Design pooling_max_seq, sky130hd; sources not shown.
run_1/wires.png
Bar = 20 µm. Two of the layers only.
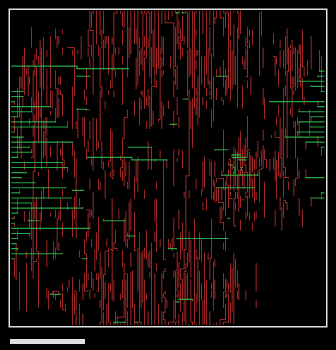
Red is metal 2, wire length 3950 µm. Green is metal 3, wire length 459 µm.
mean routed wirelength per cell: 13.3 µm
wire length reported by the detailed router: 7790 µm
vias after detailed routing: 2967
GRT Resource Usage Total: 21.7%

run_1/cell_density.png
The die is cut into 8 by 8 equal tiles; black is low, pale yellow is high, 0 to 100% covered.
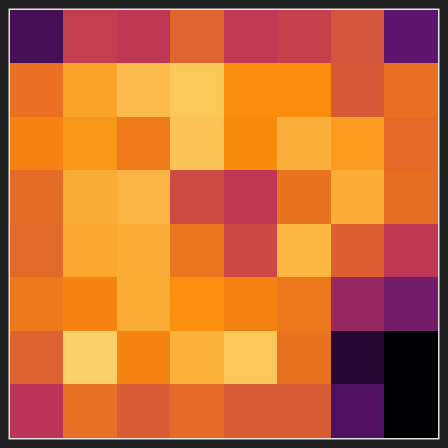
3.1% of the tiles are nearly empty. The mean over all tiles is 63%. 31% of the tiles are over 75% full.
Init Core Util: 46.0%
floorplan core area: 0.00639 mm²
core utilization of the finished layout: 72.7%

run_1/flops_by_reg.png
Bar = 20 µm. Other sequential cells in the stronger grey, the rest of the logic in the fainter grey.
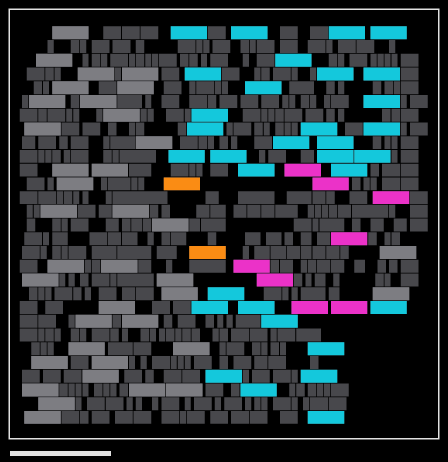
Magenta is win_cnt_q, flops 8, where east. Cyan is out_data, flops 32. Orange is state_q, flops 2.
Another 37 sequential cells are not coloured.
sequential cell area share: 34.1%
total sequential power: 1.56 mW

==> results.toml, run 1 <==
# implementation run metrics
[grt]
largest_net_degree_at_the_start_of_global_routing = 30
first_pass_grt_wire_length_um = 12500
first_global_vias = 2799
global_route.overflow_total = 0
met1_usage_pct = 24.2

[worst_setup_path]
critical_path.startpoint_type = "flip-flop"
worst-path-buf-inv = 1
worst-endpoint-arrival_ns = 1.39
crit_required_ns = 1.47
crit_path_top_delay_cell = "sky130_fd_sc_hd__clkdlybuf4s50_1"
crit_fanout = 2
critical_path.cell_chain = "clkdlybuf4s50_1"
cp_num_cells = 1
worstSetupEndpointType = "primary output"

[yosys]
mappedNetlistArea_mm2 = 0.00294
post-synth-top-area-fraction_pct = 53.8
syn_nets = 437
ys_top_cells_by_area = "sky130_fd_sc_hd__dfxtp_1 (54%), sky130_fd_sc_hd__nand2_1 (17%), sky130_fd_sc_hd__a21oi_1 (13%)"
yosys_register_bits = 79
edf_count = 0
synth.distinct_cells = 32
synthTopCellsByCount = "sky130_fd_sc_hd__nand2_1 (137), sky130_fd_sc_hd__dfxtp_1 (79), sky130_fd_sc_hd__a21oi_1 (75)"
ys_cells = 366

[clock_network]
number_of_buffers_on_the_longest_clock_path = 2
clk_transition_reported_paths_ns = 0.08
hold_buffers = 0
htree_levels = 3
tritoncts.num_buffers = 9
cts_tree = "done"
ctsResizeCount = 2
clkLatencyLatePin_ns = 0.35
cts_sinks = 79
clock-root-buffer = "sky130_fd_sc_hd__clkbuf_8"

[final_timing]
tightestPinTransition_ns = 0.512
post-route-worst-setup-slack_ns = 0.0837
timing.fmax_mhz = 496
setup_repair_after_global_routing_missed_its_margin = "no"
timing.final.setup_violations = 0
final.hold.worst_slack_ns = 0.455
finalHoldViolations = 0
post-route-period-util_pct = 96.0

[layout]
antenna_cells = 0
ff_count = 79
combAreaFraction_pct = 26.8
final_layout_top_logic_cell = "sky130_fd_sc_hd__nand2_1"
layout.non_clock_buffers = 151
dominant_cells = "flip-flops and latches"
final.clkbuf_count = 11
area_share_nonclk_buffers_pct = 32.5
final_layout_size_suffix_gt1_share_pct = 7.89
clk_share_pct = 4.28
post_route_design_area_mm2 = 0.00464
layout_top_cells_excl_fill_tap = "sky130_fd_sc_hd__nand2_1 (137), sky130_fd_sc_hd__clkdlybuf4s50_1 (132), sky130_fd_sc_hd__dfxtp_1 (79)"
area_growth_from_synthesis_to_final_layout_pct = 58.0
finish.net_count = 573
logic_area_mm2 = 0.00124
num-nonclk-inverters = 4

[outcome]
run_status = "complete, no violations"

[power]
power_per_cell_area_mw_per_mm2 = 666
switching_share_pct = 24.6
power.leakage_nw = 1.69
p_sw_mw = 0.761

[floorplanning]
ios = 137
die_height_um = 84.7
placementRows = 29
die.size.x_um = 84.7

[detailed_routing]
avgViaCountPerCell = 5.08
met2_routed_wl_um = 3950
top_layer_used = "met4"
remaining_drc_errors = 0

[place]
placed_cell_count = 568
hpwl_um = 5690
placement.io_buffers = 136
place_worst_setup_slack_ns = -0.0254
place_congestion = 0.818

[hold_path]
timing.hold.worst.class = "reg -> reg"
## run 1: power by group through the flow
stage               registers (mW)  clock network, mW  logic, mW
floorplan                     1.66                  0      0.102
global placement              1.59                  0      0.405
detailed placement            1.59                  0      0.411
CTS                           1.56               1.15      0.411
global route                  1.56               1.23      0.436
finish                        1.56               1.13      0.407
## run 1: kinds of logic after synthesis
group	share of synthesized area [%]
adders and majority gates	1.28
buffers and inverters	4.25
AOI/OAI and AO/OA	15.2
DFF	53.8
xor gates and xnor gates	0.298
and+or+nand+nor	24.8
muxes	0.383
## run 1: worst min-delay path: stages, from the launching register on
cell	delay, ns
sky130_fd_sc_hd__dfxtp_1	0.31
sky130_fd_sc_hd__nand2_1	0.05
sky130_fd_sc_hd__a21oi_1	0.05
==> run 2: changes to the inputs <==
CTS_CLUSTER_DIAMETER = 50   (was not set)
==> run 2 against run 1 <==
Register-to-register slack hardly changed. Area after synthesis stayed put. Sequential power hardly changed. Wire length stayed put. Critical endpoint unchanged. Clock skew stayed put. Fmax stayed put. Synthesized cell count stayed put. Largest cell class unchanged. Global-route usage stayed put. Flip-flop count stayed put.
==> results.toml, run 2 <==
# implementation run metrics
[outcome]
run_status = "complete, no violations"

[detailed_routing]
post_drt_wl_per_cell_um = 13.3
routed_wl_um = 7790
first_iter_violations = 159
avgViaCountPerCell = 5.08
route.antenna.remaining_nets = 0
vias = 2967
remaining_drc_errors = 0

[yosys]
post-synth-top-area-fraction_pct = 53.8
yosys.area_share.xor_xnor_pct = 0.298
synth-warning-count = 0
seq_area_frac_synth_pct = 53.8
mappedNetlistArea_mm2 = 0.00294
yosysChipArea_mm2 = 0.00294
syn_nets = 437
synth.avg_cell_area_um2 = 8.03
synth.distinct_cells = 32
largest_area_cell = "sky130_fd_sc_hd__dfxtp_1"
simple_gate_area_share_pct = 24.8
yosys_register_bits = 79
ys_top_cells_by_area = "sky130_fd_sc_hd__dfxtp_1 (54%), sky130_fd_sc_hd__nand2_1 (17%), sky130_fd_sc_hd__a21oi_1 (13%)"
synthCells = 366
edf_count = 0
synthTopCellsByCount = "sky130_fd_sc_hd__nand2_1 (137), sky130_fd_sc_hd__dfxtp_1 (79), sky130_fd_sc_hd__a21oi_1 (75)"
ff_type = "sky130_fd_sc_hd__dfxtp_1"
synth-adder-area-share_pct = 1.28
ys_sh_mux_pct = 0.383
synth.cellmix.compoundShare_pct = 15.2
ys_cells = 366
async_reset_ff_share_pct = 0
ys_top_logic_family = "simple AND/OR/NAND/NOR gates"

[layout]
final.clkbuf_count = 11
layout_top_cells_excl_fill_tap = "sky130_fd_sc_hd__nand2_1 (137), sky130_fd_sc_hd__clkdlybuf4s50_1 (132), sky130_fd_sc_hd__dfxtp_1 (79)"
finish.net_count = 573
fillCellCount = 488
logic_area_mm2 = 0.00124
register_area_mm2 = 0.00158
combAreaFraction_pct = 26.8
clk_share_pct = 4.28
nMultiInputCombCells = 257
layout.non_clock_buffers = 151
area_share_nonclk_buffers_pct = 32.5
final_layout_size_suffix_gt1_share_pct = 7.89
num-nonclk-inverters = 4
final_layout_top_logic_cell = "sky130_fd_sc_hd__nand2_1"
antenna_cells = 0
seq_share_pct = 34.1
dominant_cells = "flip-flops and latches"
area_growth_from_synthesis_to_final_layout_pct = 58.0
core_utilization_of_the_finished_layout_pct = 72.7
ff_count = 79

[floorplanning]
die.size.x_um = 84.7
fp_util_pct = 46.0
die_height_um = 84.7
ios = 137
core_area_mm2 = 0.00639
taps = 77

[final_timing]
post-route-period-util_pct = 96.0
post-route-worst-setup-slack_ns = 0.0837
tightestPinTransition_ns = 0.512
finClkSkew_ns = 0.00917
relSlewSlack_pct = 65.8
timing.final.setup_violations = 0
totalNegativeSetupSlack_ns = 0
timing.fmax_mhz = 496
layout_min_cycle_time_ns = 2.02
final.hold.worst_slack_ns = 0.455
setup_repair_after_global_routing_missed_its_margin = "no"
finalHoldViolations = 0

[place]
place_congestion = 0.818
placement.io_buffers = 136
total_placed_instance_area_mm2 = 0.00445
placed_cell_count = 568
place_worst_setup_slack_ns = -0.0254
hpwl_um = 5690

[worst_setup_path]
critical_path.cell_chain = "clkdlybuf4s50_1"
crit_fanout = 2
timing.reg2reg.worst_path_depth = 4
cp_num_cells = 1
critical_path.startpoint_type = "flip-flop"
crit_path_max_incr_delay_ns = 0.70
worst-endpoint-arrival_ns = 1.39
timing.critical_path.max_delay_family = "buffers and inverters"
crit_required_ns = 1.47
crit_path_top_delay_cell = "sky130_fd_sc_hd__clkdlybuf4s50_1"
setup.worst_path.class = "reg -> out"
r2r_slack_ns = 0.46
worstSetupEndpointType = "primary output"
worst-path-buf-inv = 1

[grt]
gr-usage-all-layers_pct = 21.7
first_global_vias = 2799
largest_net_degree_at_the_start_of_global_routing = 30
global_route.overflow_total = 0
first_pass_grt_wire_length_um = 12500
antenna_found_initial = 0

[clock_network]
htree_levels = 3
clk_transition_reported_paths_ns = 0.08
clkLatencyLatePin_ns = 0.35
cts_sinks = 79
number_of_buffers_on_the_longest_clock_path = 2
tritoncts.num_buffers = 9
cts_tree = "done"
clock-root-buffer = "sky130_fd_sc_hd__clkbuf_8"

[power]
power.leakage_nw = 1.69
max-vdd-ir-drop_mv = 0.498
fin_total_pwr_mw = 3.09
power_per_cell_area_mw_per_mm2 = 666

[hold_path]
timing.hold.worst.class = "reg -> reg"
## run 2: power breakdown
group | leakage [nW] | total (mW) | switching [mW] | internal [mW]
combinational | 0.958 | 0.407 | 0.191 | 0.216
sequential | 0.643 | 1.56 | 0.0212 | 1.54
clock | 0.0916 | 1.13 | 0.549 | 0.580
## run 2: metal layers
layer / up-vias / global-route usage, % / wire length (µm)
met2: 94 / 37.7 / 3950
met3: 21 / 6.59 / 458
met1: 1372 / 24.2 / 3140
met4: 0 / 10.3 / 235
li1: 1480 / - / -
met5: - / 0 / 0
## run 2: what timing repair did
action,in CTS,in global routing
setup buffers,0,0
hold buffers,0,0
endpoints found under the setup margin,2,1
endpoints found under the hold margin,0,0
resized,2,2
run_2/congestion.png
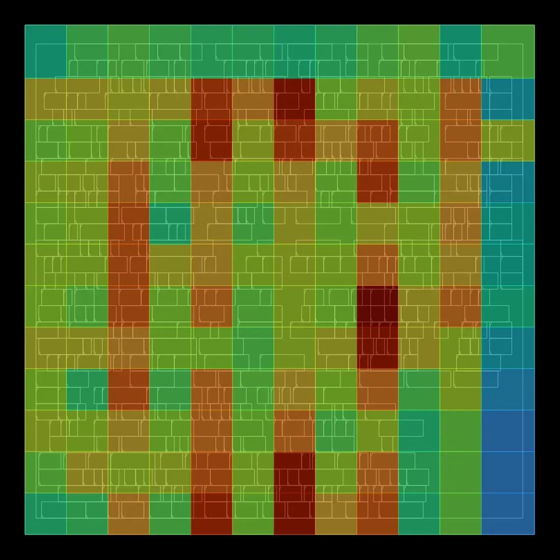
met1 Usage GRT: 24.2%
gr busiest metal: met2

run_2/cell_density.png
The die is cut into 8 by 8 equal tiles; black is low, pale yellow is high, 0 to 100% covered.
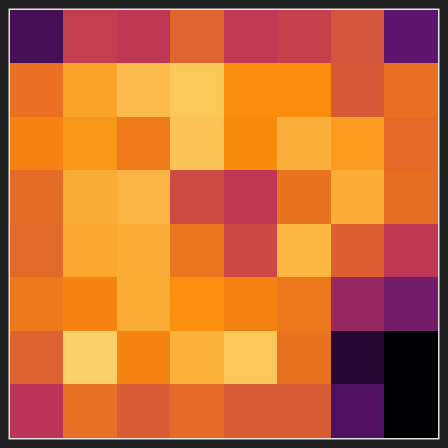
3.1% of the tiles are nearly empty. The fullest tile reaches 90%. The emptiest ninth of the die: south-east. The mean over all tiles is 63%.

run_2/placement_by_type.png
Bar = 20 µm. Fill, decap, tap and diode cells in grey.
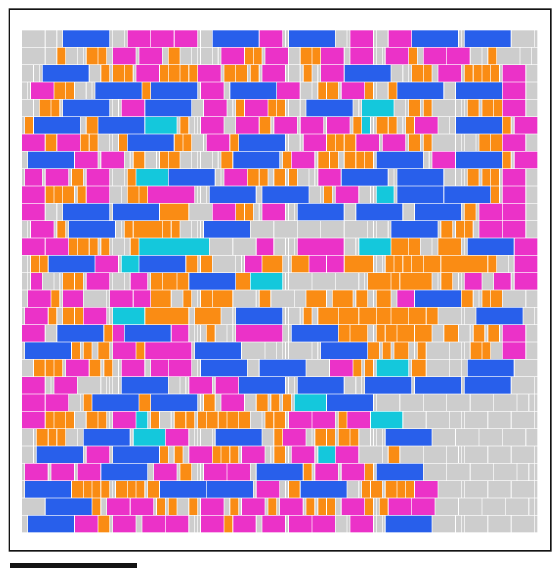
Orange is combinational and other logic, cells 261, share of their area 28%. Cyan is clock drivers and dummy loads, cells 16, share of their area 4.4%. Magenta is other buffers and delay cells, cells 151, share of their area 33%. Blue is flops, cells 79, share of their area 35%.
post-route design area: 0.00464 mm²
num rows: 29

Power and IR drop assume default switching activity.
